`config.mk`:
```
export PLATFORM = sky130hd
export DESIGN_NAME = seg7_word_decoder_flat
export DESIGN_NICKNAME = d
export VERILOG_FILES = /design/src/rtl/seg7_word_decoder_if.sv /design/src/rtl/seg7_word_decoder.sv /design/src/flat_wrapper.sv
export SDC_FILE = /design/constraint.sdc
export NUM_CORES = 1
export LEC_CHECK = 0
export ABC_AREA = 1
export CORE_AREA = 2 2 39 41
export CTS_CLUSTER_SIZE = 30
export DETAILED_ROUTE_END_ITERATION = 10
export DIE_AREA = 0 0 41 43
export GPL_TIMING_DRIVEN = 0
export HOLD_SLACK_MARGIN = 0.02
export PLACE_DENSITY = 0.84
export SLEW_MARGIN = 20
export SYNTH_ARGS = -nofsm -noshare
export SYNTH_HDL_FRONTEND = slang
export SYNTH_SLANG_ARGS = --single-unit
```
`constraint.sdc`:
```
create_clock -name Clock_i -period 1 [get_ports Clock_i]
set_input_delay 0.2 -clock Clock_i [delete_from_list [all_inputs] [get_ports Clock_i]]
set_output_delay 0.2 -clock Clock_i [all_outputs]
set_load 0.02 [all_outputs]
```
`src/rtl/seg7_word_decoder_if.sv`:
```
// seg7_word_decoder_if: seg/code valid-ready handshake bundle.
// The slave modport is the decoder view: it takes seg/seg_valid/code_ready and
// drives seg_ready/code/code_valid/bad. The master modport is the opposite side.
interface seg7_word_decoder_if;
  logic [0:6] seg;
  logic       seg_valid;
  logic       seg_ready;
  logic [2:0] code;
  logic       code_valid;
  logic       code_ready;
  logic       bad;
  modport slave (input seg, seg_valid, code_ready, output seg_ready, code, code_valid, bad);
  modport master (output seg, seg_valid, code_ready, input seg_ready, code, code_valid, bad);
endinterface

```
`src/rtl/seg7_word_decoder.sv`:
```
// seg7_word_decoder: decodes active-low 7-segment patterns into H/E/L/O codes and spots the word HELLO.
// Ports: Clock_i rising-edge clock; Resetn_i synchronous active-low reset;
//   bus (slave) seg/code handshake; word_found_o one-cycle pulse per HELLO;
//   word_cnt_o saturating word count, present only with SEG7_WORD_CNT_EN defined (else 0).
module seg7_word_decoder (
  input  logic                      Clock_i,
  input  logic                      Resetn_i,
  seg7_word_decoder_if.slave        bus,
  output logic                      word_found_o,
  output logic [3:0]                word_cnt_o
);
  localparam logic [2:0] S_IDLE = 3'd0;
  localparam logic [2:0] S_H    = 3'd1;
  localparam logic [2:0] S_HE   = 3'd2;
  localparam logic [2:0] S_HEL  = 3'd3;
  localparam logic [2:0] S_HELL = 3'd4;
  localparam logic [2:0] C_H = 3'd0;
  localparam logic [2:0] C_E = 3'd1;
  localparam logic [2:0] C_L = 3'd2;
  localparam logic [2:0] C_O = 3'd3;
  localparam logic [2:0] C_X = 3'd7;
  logic [2:0] state_q, state_d;
  logic [2:0] code_q, dec;
  logic       bad_q, valid_q, found_q;
  logic       xfer, done;
  // Patterns are written seg[0..6] left to right, so seg[0] (a) is the MSB of each literal.
  assign dec = bus.seg == 7'b1001000 ? C_H :
               bus.seg == 7'b0110000 ? C_E :
               bus.seg == 7'b1110001 ? C_L :
               bus.seg == 7'b0000001 ? C_O : C_X;
  assign bus.seg_ready  = !valid_q || bus.code_ready;
  assign xfer           = bus.seg_valid && bus.seg_ready;
  assign bus.code       = code_q;
  assign bus.bad        = bad_q;
  assign bus.code_valid = valid_q;
  assign word_found_o   = found_q;
  assign done = xfer && state_q == S_HELL && dec == C_O;
  // An H restarts the word from any state; anything off-sequence drops to idle.
  always_comb begin
    state_d = !xfer                         ? state_q :
              dec == C_H                    ? S_H     :
              state_q == S_H   && dec == C_E ? S_HE   :
              state_q == S_HE  && dec == C_L ? S_HEL  :
              state_q == S_HEL && dec == C_L ? S_HELL : S_IDLE;
  end
  always_ff @(posedge Clock_i) begin
    if (!Resetn_i) begin
      state_q <= S_IDLE;
      code_q  <= 3'd0;
      bad_q   <= 1'b0;
      valid_q <= 1'b0;
      found_q <= 1'b0;
    end else begin
      state_q <= state_d;
      found_q <= done;
      if (xfer) begin
        code_q  <= dec;
        bad_q   <= dec == C_X;
        valid_q <= 1'b1;
      end else if (bus.code_ready) begin
        valid_q <= 1'b0;
      end
    end
  end
`ifdef SEG7_WORD_CNT_EN
  logic [3:0] cnt_q;
  always_ff @(posedge Clock_i) begin
    if (!Resetn_i) cnt_q <= 4'd0;
    else if (done && cnt_q != 4'd15) cnt_q <= cnt_q + 4'd1;
  end
  assign word_cnt_o = cnt_q;
`else
  assign word_cnt_o = 4'd0;
`endif
endmodule
```
`src/flat_wrapper.sv`:
```
// flat-port wrapper written by rule: the top's interface ports become plain ports
module seg7_word_decoder_flat 
  (Clock_i, Resetn_i, word_found_o, word_cnt_o, bus_seg, bus_seg_valid, bus_code_ready, bus_seg_ready, bus_code, bus_code_valid, bus_bad);
  seg7_word_decoder_if bus_i ();
  input  logic Clock_i;
  input  logic Resetn_i;
  output logic word_found_o;
  output logic [3:0] word_cnt_o;
  input wire logic [$bits(bus_i.seg)-1:0] bus_seg;
  input wire logic [$bits(bus_i.seg_valid)-1:0] bus_seg_valid;
  input wire logic [$bits(bus_i.code_ready)-1:0] bus_code_ready;
  output wire logic [$bits(bus_i.seg_ready)-1:0] bus_seg_ready;
  output wire logic [$bits(bus_i.code)-1:0] bus_code;
  output wire logic [$bits(bus_i.code_valid)-1:0] bus_code_valid;
  output wire logic [$bits(bus_i.bad)-1:0] bus_bad;
  assign bus_i.seg = bus_seg;
  assign bus_i.seg_valid = bus_seg_valid;
  assign bus_i.code_ready = bus_code_ready;
  assign bus_seg_ready = bus_i.seg_ready;
  assign bus_code = bus_i.code;
  assign bus_code_valid = bus_i.code_valid;
  assign bus_bad = bus_i.bad;
  seg7_word_decoder u_core (.Clock_i(Clock_i), .Resetn_i(Resetn_i), .bus(bus_i), .word_found_o(word_found_o), .word_cnt_o(word_cnt_o));
endmodule
```
==> impl_metrics.env <==
# implementation run metrics
export IMPL_min_period_ns=1.03
export IMPL_worst_path_max_delay_cell="dfxtp_2"
export IMPL_critPathKind="reg -> out"
export IMPL_crit_chain="nand2_4 -> buf_6"
export IMPL_post_cts_resized=43
export IMPL_critPathLaunch="u_core.bus.code_valid$_SDFFE_PN0P_"
export IMPL_synth_chip_area_um2=515
export IMPL_switchingPower_uw=262
export IMPL_whs_ns=0.253
export IMPL_power_density_nw_per_um2=1170
export IMPL_final_clk_cell_share_pct=3.75
export IMPL_busiest_layer="met2"
export IMPL_n_antenna_cell=0
export IMPL_drv_slew=0
export IMPL_met1_length_um=507
export IMPL_grt_pass1_wl_um=1730
export IMPL_ys_warn_count=0
export IMPL_warnings=28
export IMPL_buffer_area_share_pct=21.3
export IMPL_die_width_um=41
export IMPL_ys_flop_type="dfxtp_1"
export IMPL_cp_num_buf_inv=1
export IMPL_hold_depth=3
export IMPL_dr_pass1_iters=4
export IMPL_reg2reg_depth=5
export IMPL_overflow=0
export IMPL_min_path_type="in -> reg"
export IMPL_power_total_uw=858
export IMPL_cpPeakStageDelay_ns=0.35
export IMPL_hold_end="u_core.bus.code_valid$_SDFFE_PN0P_"
export IMPL_finalClockPeriodUsage_pct=103
export IMPL_fin_tns_setup_ns=-0.0303
export IMPL_highest_layer="met4"
export IMPL_dieHeight_um=43
export IMPL_h_tree_depth=1
export IMPL_post_synth_top_area_cell="dfxtp_1"
export IMPL_hp_start="Resetn_i"
export IMPL_drive_above_1_share_pct=37.0
export IMPL_p_int_uw=596
export IMPL_reg2reg_slack_ns=0.08
export IMPL_leakagePower_uw=0.000355
export IMPL_io_buffers=16
export IMPL_ys_sh_adder_pct=0
export IMPL_via_count=536
export IMPL_comb_share_pct=42.0
export IMPL_hpwl_um=832
export IMPL_avgSynthCellArea_um2=6.69
export IMPL_flop_area_um2=185
export IMPL_drcViolationCount=0
export IMPL_synthAoiAreaFrac_pct=10.7
export IMPL_status="complete, but fails checks"
export IMPL_fin_nets=112
export IMPL_most_common_cell="nor2_1"
export IMPL_p_seq_uw=390
export IMPL_fillCellCount=143
export IMPL_design_area_um2=733
export IMPL_postCtsHoldBufs=0
export IMPL_edf_count=0
export IMPL_pre_cts_ws_ns=-0.605
export IMPL_initCoreUtil_pct=37.3
export IMPL_tritoncts="built"
export IMPL_netlist_area_leader_share_pct=35.0
export IMPL_top_power_group="sequential cells"
export IMPL_first_global_vias=443
export IMPL_wl_met2_um=587
export IMPL_synth_distinct_cells=15
export IMPL_utilization_pct=53.0
export IMPL_seq_cell_share_pct=25.3
export IMPL_io_pins=22
export IMPL_track_usage_pct=14.2
export IMPL_drt_total_wl_um=1150
export IMPL_cts_buffer_depth=2
export IMPL_wl_per_cell_um=9.95
export IMPL_dp_cells=112
export IMPL_cts_clk_slew_worst_paths_ns=0.07
export IMPL_r2r_end="u_core.state_q[0]$_SDFFE_PN0P_"
export IMPL_startpoint_type="flip-flop"
export IMPL_critPathMaxFanout=3
export IMPL_area_growth_syn_to_layout_pct=42.2
export IMPL_vdd_ir_drop_max_mv=0.763
export IMPL_crit_path_end_kind="output pin"
export IMPL_final_antenna_net_count=0
export IMPL_timing_max_cap_violations=0
export IMPL_synth_seq_share_pct=35.0
export IMPL_violations="setup timing"
export IMPL_arrival_ns=0.83
export IMPL_p_clk_uw=290
export IMPL_pg_comb_uw=179
export IMPL_comb_cells=57
export IMPL_postLayoutSetupSlackWorst_ns=-0.0268
export IMPL_fmax_ghz=0.974
export IMPL_clockRootBuffer="clkbuf_4"
export IMPL_crit_end="bus_seg_ready"
export IMPL_area_leaders="dfxtp_1 35%, nor2_1 8.0%, nand2_1 7.3%, nand2_2 6.1%, nand3_1 5.8%"
export IMPL_inverters_excl_clock=9
export IMPL_dieArea_um2=1760
export IMPL_ys_cells=77
export IMPL_grt_max_degree=10
export IMPL_synth_seq_cells=9
export IMPL_met3_length_um=50
export IMPL_dpl_instance_area_um2=713
export IMPL_setup_viol=2
export IMPL_lay_top_cells="10 x nand2_1, 9 x nor2_1, 8 x dlygate4sd2_1"
export IMPL_use_met1_pct=18.4
export IMPL_mostFrequentLayoutCell="nand2_1"
export IMPL_topCombFamilyByArea="simple AND/OR/NAND/NOR gates"
export IMPL_postCtsSetupBuffers=0
export IMPL_n_all_buffers=21
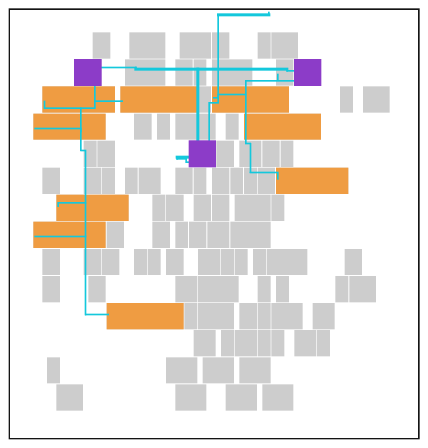
(run_1/clock_map.png)
- clock wires: cyan (length 130 um)
- cells driving clock nets: purple (count 3)
- flip-flops: orange (count 9)
- routed clock nets: 4
Clock Power Share: 33.8%
Worst-Skew Late Latency: 0.27 ns

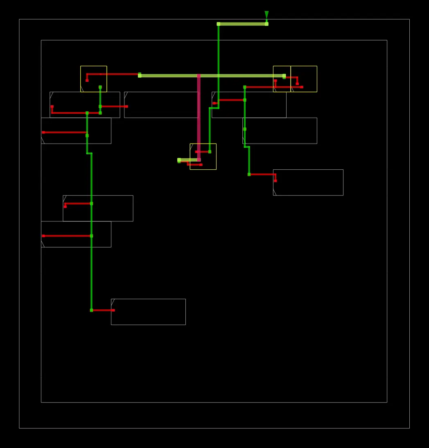
(run_1/final_clocks.png)
Post-Route Skew: 0.00658 ns
clkbuf count: 3
clock sinks: 9
Flops: 9

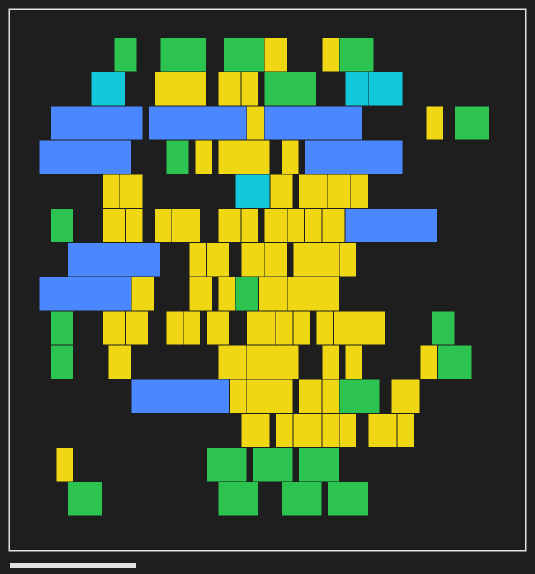
(run_1/cell_classes.png)
Scale bar: 10 um.
- flops: blue (cells 9; share of their area 26%)
- all other logic: yellow (cells 66; share of their area 48%)
- clock drivers and dummy loads: cyan (cells 4; share of their area 3.9%)
- other buffers and delay cells: green (cells 21; share of their area 22%)
Core Area: 1380 um2
Site Rows: 14

Power and IR drop assume default switching activity.
